**Run 1: cell sizes after repair**

Bar = 100 um.
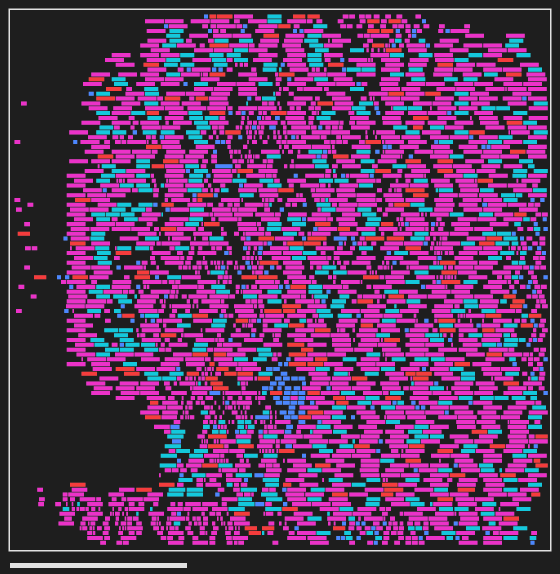
**Run 1: wiring by layer**

Only two layers are drawn.
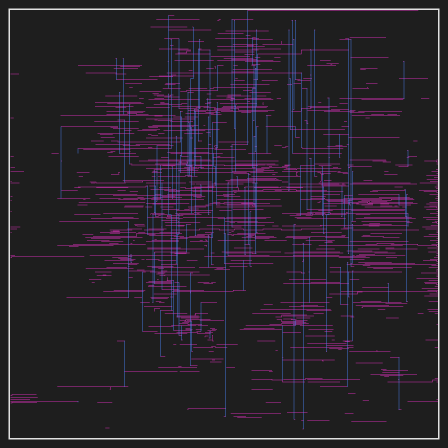
**Run 1: M2 wires**

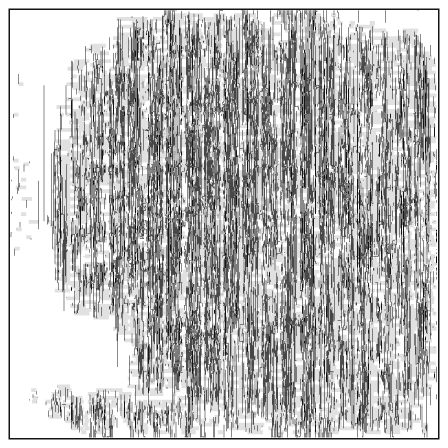
==> config.mk <==
export PLATFORM = sky130hd
export DESIGN_NAME = branch_predictor_flat
export DESIGN_NICKNAME = d
export VERILOG_FILES = /design/src/rtl/branch_predictor_if.sv /design/src/rtl/branch_predictor.sv /design/src/flat_wrapper.sv
export SDC_FILE = /design/constraint.sdc
export NUM_CORES = 1
export LEC_CHECK = 0
export CAP_MARGIN = 40
export CORE_MARGIN = 1
export CORE_UTILIZATION = 50
export DETAILED_ROUTE_END_ITERATION = 16
export GPL_ROUTABILITY_DRIVEN = 0
export PLACE_DENSITY = 0.69
export REMOVE_ABC_BUFFERS = 1
export SLEW_MARGIN = 15
export SYNTH_ARGS = -nofsm -noshare
export SYNTH_HDL_FRONTEND = slang
export SYNTH_SLANG_ARGS = --single-unit
==> constraint.sdc <==
create_clock -name clk -period 6.47 [get_ports clk]
set_input_delay 1.294 -clock clk [delete_from_list [all_inputs] [get_ports clk]]
set_output_delay 1.294 -clock clk [all_outputs]
set_load 0.05 [all_outputs]
==> out/qor.yml, run 1 <==
top_area_cell: "edfxtp_1"
yosys-stat-cells: 2458
die_area_mm2: 0.0926
largest_reg_flops: 512
finalCriticalPeriod_ps: 6320
finish.utilization: 0.602
yosysWarnings: 0
coreArea_mm2: 0.0903
drtIter0Drc: 3647
synth_area_mm2: 0.0457
antenna_found_initial: 3
synthFlopType: "edfxtp_1"
drc: 0
viasPerCell: 6.60
peakVddDrop_uv: 249
max_cap_viol_count: 0
htree_levels: 3
rows: 110
avgSynthCellArea_um2: 18.6
setup_tns_ps: 0
cp.required_ps: 5180
synth_cells: 2458
drtAntennaViolNets: 0
edf_count: 928
io_pins: 231
crit_fanout: 36
area_leaders: "edfxtp_1, mux4_2, dfrtp_1, mux2i_1, xnor2_1"
hold_path_class: "reg2reg"
critical_path_class: "in2out"
postPlaceCellArea_mm2: 0.0509
yosysSeqAreaShare: 0.654
drtPass1Iterations: 5
leakage_nw: 18.0
fin_worst_skew_ps: 39.3
r2r_cells: 9
grt_first_pass_wirelength_um: 195000
die_w_um: 304
port_buffers: 230
finalCritPeriodShare: 0.976
maxSlewViolCount: 0
cts_tree: "built"
grt_max_degree: 106
final_nets: 2976
worst_setup_path_end_kind: "primary output"
clock.latency.late_pin_ps: 690
power.density_mw_per_mm2: 275
ys.flops: 1008
hold_depth: 1
r2r_setup_slack_ps: 2070
top_cell_area_share: 0.610
clk_pin_slew_ps: 60
slew_headroom: 0.405
synth_chip_area_mm2: 0.0457
fp.dieH_um: 304
ctsHoldBuffers: 0
cp.arrival_ps: 5020
synth_cell_types: 67
setup_viol: 0
grt_pass1_vias: 27100
dp_hpwl_um: 90900
drive_gt1_frac: 0.300
worst_pin_slew_ps: 889
clockBufferDepth: 3
start_kind: "input port"
fp_util: 0.506
cts.sinks: 1008
overflow: 0
status: "complete, no violations"
final_hold_viol_count: 0
max_freq_mhz: 158
track_usage: 0.294
numCtsBuffers: 101
dpl.cell_count: 3903
cts-root-buf: "clkbuf_16"
final_cells: 4095
async_flop_share: 0.0794
warning_count: 32
About 'cell sizes after repair':
legend:
  red:
    size: x6 and larger
    cells: 180
    share: 6.2%
  cyan:
    size: x2
    cells: 449
    share: 15%
  blue:
    size: x3 and x4
    cells: 247
    share: 8.5%
  magenta:
    size: x1 and smaller
    cells: 2041
    share: 70%
Final WS setup: 154 ps
Final Instance Area: 0.0543 mm^2
Synth-to-Final Area Change: 18.9%
bufs w/o clock: 425

About 'wiring by layer':
legend:
  magenta:
    layer: M3
    wire_length: 14000 um
  blue:
    layer: M4
    wire_length: 5770 um
Vias: 27000
final wirelength: 136000 um
Avg WL per Cell: 33.2 um

About 'M2 wires':
nets with wire on the layer: 2702
share of all routed wire: 48%
met2 usage: 0.475

run 1: critical path, cell delays in order:
cell	delay, ps
buf_12	250
buf_4	330
buf_4	200
mux4_2	510
mux4_2	540
xnor2_1	160
nand4_1	340
nor4_4	410
buf_12	290
mux2_2	380
buf_4	190
run 1: routing by layer:
metal / up-vias / share of wire / routed length, um / track usage
met5: - / 0.00020 / 27 / 0
met4: 4 / 0.042 / 5770 / 0.121
met3: 287 / 0.10 / 14000 / 0.0513
met2: 1864 / 0.48 / 65400 / 0.475
met1: 14000 / 0.37 / 50700 / 0.400
li1: 10900 / - / - / -
run 1: timing repair:
| action | 4_1_cts | 5_1_grt |
|---|---|---|
| setup buffers | 0 | 0 |
| gates resized | 1 | 3 |
| endpoints found under the setup margin | 28 | 31 |
| pin swaps | 1 | 1 |
run 1: Yosys cell counts, types with 8 or more instances:
library cell	number
o21bai_1	16
nor2b_1	22
mux2i_1	123
edfxtp_1	928
buf_1	21
and4_1	8
nand2_1	110
xnor2_1	111
buf_2	27
mux2_2	34
a22oi_1	23
nor2_1	62
xor2_1	64
and3_1	26
nand3_1	52
buf_4	15
dfstp_2	16
clkbuf_1	74
buf_6	13
a21oi_1	25
a22o_1	9
a211oi_1	15
mux4_2	359
mux2_1	32
dfrtp_1	64
o21ai_0	39
ha_1	10
nand4_1	37
inv_1	18
o32a_2	10
run 1: kinds of logic (layout without fill, tap and decap cells):
kind of cell / after synthesis / after routing / share of synthesized area
adders and majority gates: 10 / 10 / 0.00274
other: 0 / 2 / 0
DFF: 1008 / 1008 / 0.654
buffers and inverters: 174 / 633 / 0.0193
xor gates and xnor gates: 175 / 175 / 0.0336
and+or+nand+nor: 349 / 349 / 0.0379
muxes: 552 / 552 / 0.222
AOI/OAI and AO/OA: 190 / 190 / 0.0305
run 1: layout by cell type, fill, tap and decap left out, drive strengths merged, types with 7 or more instances in the layout:
cell type / instances
xnor2: 111
buf: 259
nand3: 53
a22o: 9
dfstp: 16
clkdlybuf4s50: 166
edfxtp: 928
nor4: 8
and4: 8
a21oi: 25
nand2: 110
nor2b: 22
a22oi: 23
inv: 23
ha: 10
mux4: 359
and3: 26
clkinv: 57
xor2: 64
mux2i: 123
clkbuf: 115
dfrtp: 64
o32a: 16
nor2: 63
a211oi: 15
o21bai: 16
nor3: 7
o21ai: 39
bufinv: 11
nand4: 37
mux2: 70
run 1: report_power, final:
group          internal, mW  leakage, nW  switching [mW]
sequential             7.24         9.30           0.102
clock                  3.35         1.62            2.51
combinational         0.716         7.09            1.01
total                  11.3         18.0            3.63
run 1: stage by stage:
| stage | worst slack (ps) | hold WS (ps) | total power, mW |
|---|---|---|---|
| final | 154 | 497 | 14.9 |
| after global routing | -4.56 | 523 | 15.3 |
| after CTS | 88.0 | 497 | 15.0 |
| after detailed placement | -16.1 | 484 | 9.19 |
| after global placement | 33.1 | 472 | 9.15 |
| after floorplan | -266 | 460 | 8.30 |
run 1: area by class of cell:
type / instances / area [um^2]
tap: 1176 / 1470
antenna: 2 / 5.00
clock buffer: 115 / 2620
inverter: 21 / 80.1
timing repair buffer: 425 / 4380
sequential: 1008 / 29900
multi-input combinational: 1276 / 15200
fill: 6500 / 36000
clock inverter: 72 / 693
**Run 1: met4 routing**

Bar = 100 um.
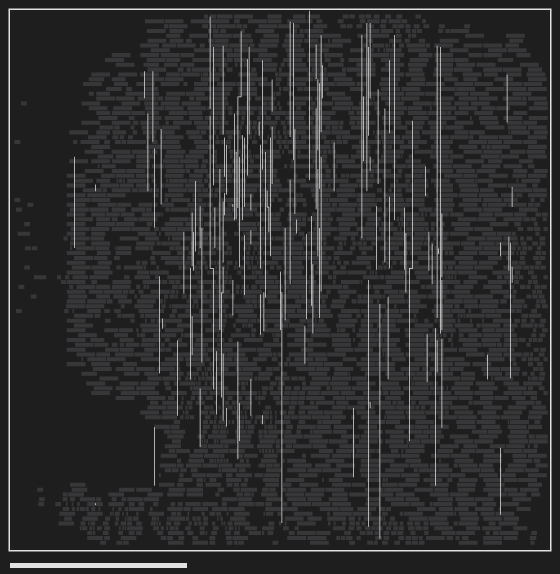

--- run 2 (diff from run 1) ---
--- a/config.mk
+++ b/config.mk
@@ -5,13 +5,13 @@
 export SDC_FILE = /design/constraint.sdc
 export NUM_CORES = 1
 export LEC_CHECK = 0
+export ABC_CLOCK_PERIOD_IN_PS = 5600
 export CAP_MARGIN = 40
 export CORE_MARGIN = 1
 export CORE_UTILIZATION = 50
 export DETAILED_ROUTE_END_ITERATION = 16
 export GPL_ROUTABILITY_DRIVEN = 0
-export PLACE_DENSITY = 0.69
-export REMOVE_ABC_BUFFERS = 1
+export PLACE_DENSITY = 0.72
 export SLEW_MARGIN = 15
 export SYNTH_ARGS = -nofsm -noshare
 export SYNTH_HDL_FRONTEND = slang
==> constraint.sdc (replaced) <==
create_clock -name clk -period 5.6 [get_ports clk]
set_input_delay 1.12 -clock clk [delete_from_list [all_inputs] [get_ports clk]]
set_output_delay 1.12 -clock clk [all_outputs]
set_load 0.05 [all_outputs]
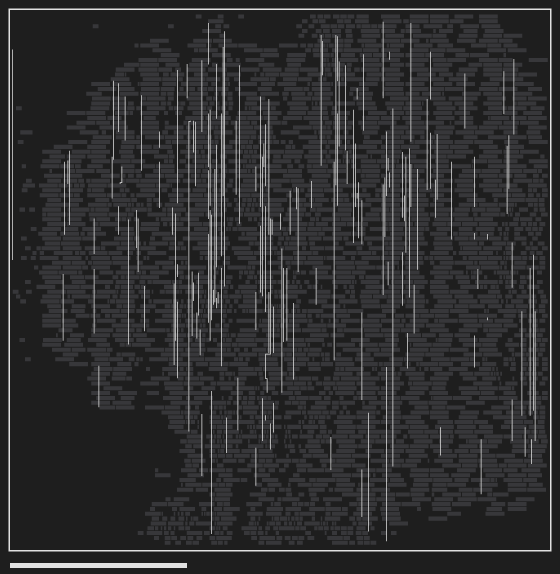
**Above:** run 2 (met4 routing).
Bar = 100 um.
main direction: vertical
longest straight run: 201 um
wire length on this layer: 6120 um
final wirelength: 140000 um
Vias: 27800

==> run 2 against run 1 <==
Effect of this change:
- clock skew up 15 ps
- wire length up 3.2%
- sequential cell count unchanged
- critical endpoint is now bus_pred_target[24]
- the flow now finishes with violations (negative setup slack)
- highest routed layer unchanged
==> out/qor.yml, run 2 <==
hold_path_class: "reg2reg"
coreArea_mm2: 0.0903  # unchanged
violations: "negative setup slack"
synth_cell_types: 67  # unchanged
warning_count: 32  # unchanged
setup_tns_ps: -1300  # -1300 ps
yosysSeqAreaShare: 0.654  # unchanged
setup_slack_ps: -64.9  # -219 ps
cts_tree: "built"
worst_setup_path_end_kind: "primary output"
yosys-stat-cells: 2458  # unchanged
status: "complete, but fails checks"
slew_headroom: 0.441  # +0.0368
avgSynthCellArea_um2: 18.6  # unchanged
leakage_nw: 18.6  # +3.2%
hold_depth: 1  # unchanged
final_cells: 4155  # +1.5%
cp.required_ps: 4480  # -700 ps
r2r_setup_slack_ps: 1590  # -480 ps
slowest_delay_ps: 490  # -50 ps
max_freq_mhz: 177
edf_count: 928  # unchanged
die_w_um: 304  # unchanged
cp_top_family: "buffers and inverters"
cts.sinks: 1008  # unchanged
top_cell_area_share: 0.610  # unchanged
peakVddDrop_uv: 264  # +5.7%
synthFlopType: "edfxtp_1"
clock.latency.late_pin_ps: 700  # about the same
io_pins: 231  # unchanged
top_cell: "edfxtp_1"
synthToLayoutAreaGrowth_pct: 21.4
finalCriticalPeriod_ps: 5660
fp_util: 0.506  # unchanged
drive_gt1_frac: 0.326  # +0.0254
die_area_mm2: 0.0926  # unchanged
crit_slowest_cell: "mux4_2"
dpl.cell_count: 3957  # +1.4%
overflow: 0  # unchanged
worst_pin_slew_ps: 835  # -53.9 ps
clk_pin_slew_ps: 60  # about the same
routedWlPerCell_um: 33.8  # +1.7%
track_usage: 0.302  # +0.00756
viasPerCell: 6.68  # +1.2%
grt_pass1_vias: 28100  # +3.8%
setup_viol: 32  # +32
fp.dieH_um: 304  # unchanged
path_cells: "buf_16 > buf_6 > mux4_2 > nor2b_4 > a211oi_2 > a21oi_2 > xor2_1 > nor4_2 > buf_4 > nand4_1 > nor4_4 > buf_6 > buf_16 > mux2_2 > buf_6"
cp.arrival_ps: 4540  # -480 ps
final_nets: 3039  # +2.1%
htree_levels: 3  # unchanged
rows: 110  # unchanged
r2r_cells: 11  # +2
top_area_cell: "edfxtp_1"
crit_top_cell: "buf_6"
synth_area_mm2: 0.0457  # unchanged
critical_path_class: "in2out"
crit_fanout: 8  # -78%
area_leaders: "edfxtp_1, mux4_2, dfrtp_1, mux2i_1, xnor2_1"
cts-root-buf: "clkbuf_16"
drtAntennaViolNets: 0  # unchanged
fillers: 6217  # -4.4%
dp_hpwl_um: 91800  # +1.0%
pre_cts_ws_ps: -449  # -433 ps
cp.depth: 15  # +4
maxSlewViolCount: 0  # unchanged
drtPass1Iterations: 7  # +2
synth_cells: 2458  # unchanged
grt_first_pass_wirelength_um: 200000  # +2.5%
crit_buf_inv: 6  # +1
layout_top_cell: "edfxtp_1"
power.density_mw_per_mm2: 311  # +13%
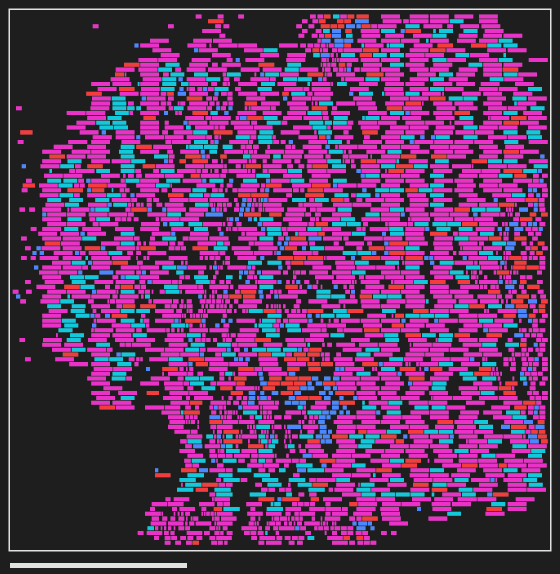
**Above:** run 2 (cell sizes after repair).
Bar = 100 um.
legend:
  cyan:
    size: x2
    cells: 444
    share: 15%
  blue:
    size: x3 and x4
    cells: 279
    share: 9.4%
  red:
    size: x6 and larger
    cells: 247
    share: 8.3%
  magenta:
    size: x1 and smaller
    cells: 2008
    share: 67%
Final Instance Area: 0.0555 mm^2
bufs w/o clock: 489
Final WS setup: -64.9 ps

-- run 2: power by group --
part           switching [mW]  leakage, nW  internal, mW
sequential              0.118         9.30          8.36
clock                    2.92         1.61          3.77
combinational            1.20         7.68         0.886
-- run 2: kinds of logic after synthesis --
logic type / Yosys count / synth area share
AND-OR/OR-AND: 190 / 0.0305
adder cells (fa/ha/maj): 10 / 0.00274
AND/OR/NAND/NOR: 349 / 0.0379
flip-flops: 1008 / 0.654
XOR/XNOR: 175 / 0.0336
multiplexers: 552 / 0.222
buffers and inverters: 174 / 0.0193
-- run 2: timing repair --
item,in CTS,in global routing
endpoints found under the hold margin,0,0
buffers inserted,1,6
pin swaps,6,10
cloned,5,1
hold buffers,0,0
endpoints found under the setup margin,33,34
gates resized,48,60
-- run 2: layout make-up --
class / instances / area, um^2 / share of cell area
Antenna cell: 1 / 2.50 / 0.0000451
Clock buffer: 126 / 2710 / 0.0489
Clock inverter: 58 / 552 / 0.00995
Inverter: 21 / 80.1 / 0.00144
Multi-Input combinational cell: 1276 / 15400 / 0.277
Sequential cell: 1008 / 29900 / 0.539
Tap cell: 1176 / 1470 / 0.0265
Timing Repair Buffer: 489 / 5370 / 0.0969
-- run 2: routing by layer --
| layer | track usage | vias to the layer above | share of wire |
|---|---|---|---|
| li1 | - | 11000 | - |
| met1 | 0.401 | 14400 | 0.36 |
| met2 | 0.481 | 2078 | 0.48 |
| met3 | 0.0703 | 338 | 0.12 |
| met4 | 0.129 | 6 | 0.044 |
| met5 | 0 | - | 0.00020 |
-- run 2: stage by stage --
stage	power, mW	area, um^2
2_1_floorplan	9.75	45700
3_5_place_dp	10.6	51600
3_3_place_gp	10.6	51500
4_1_cts	17.3	55200
5_1_grt	17.7	55500
6_report	17.3	55500
Power is estimated from default activity; no workload was simulated.
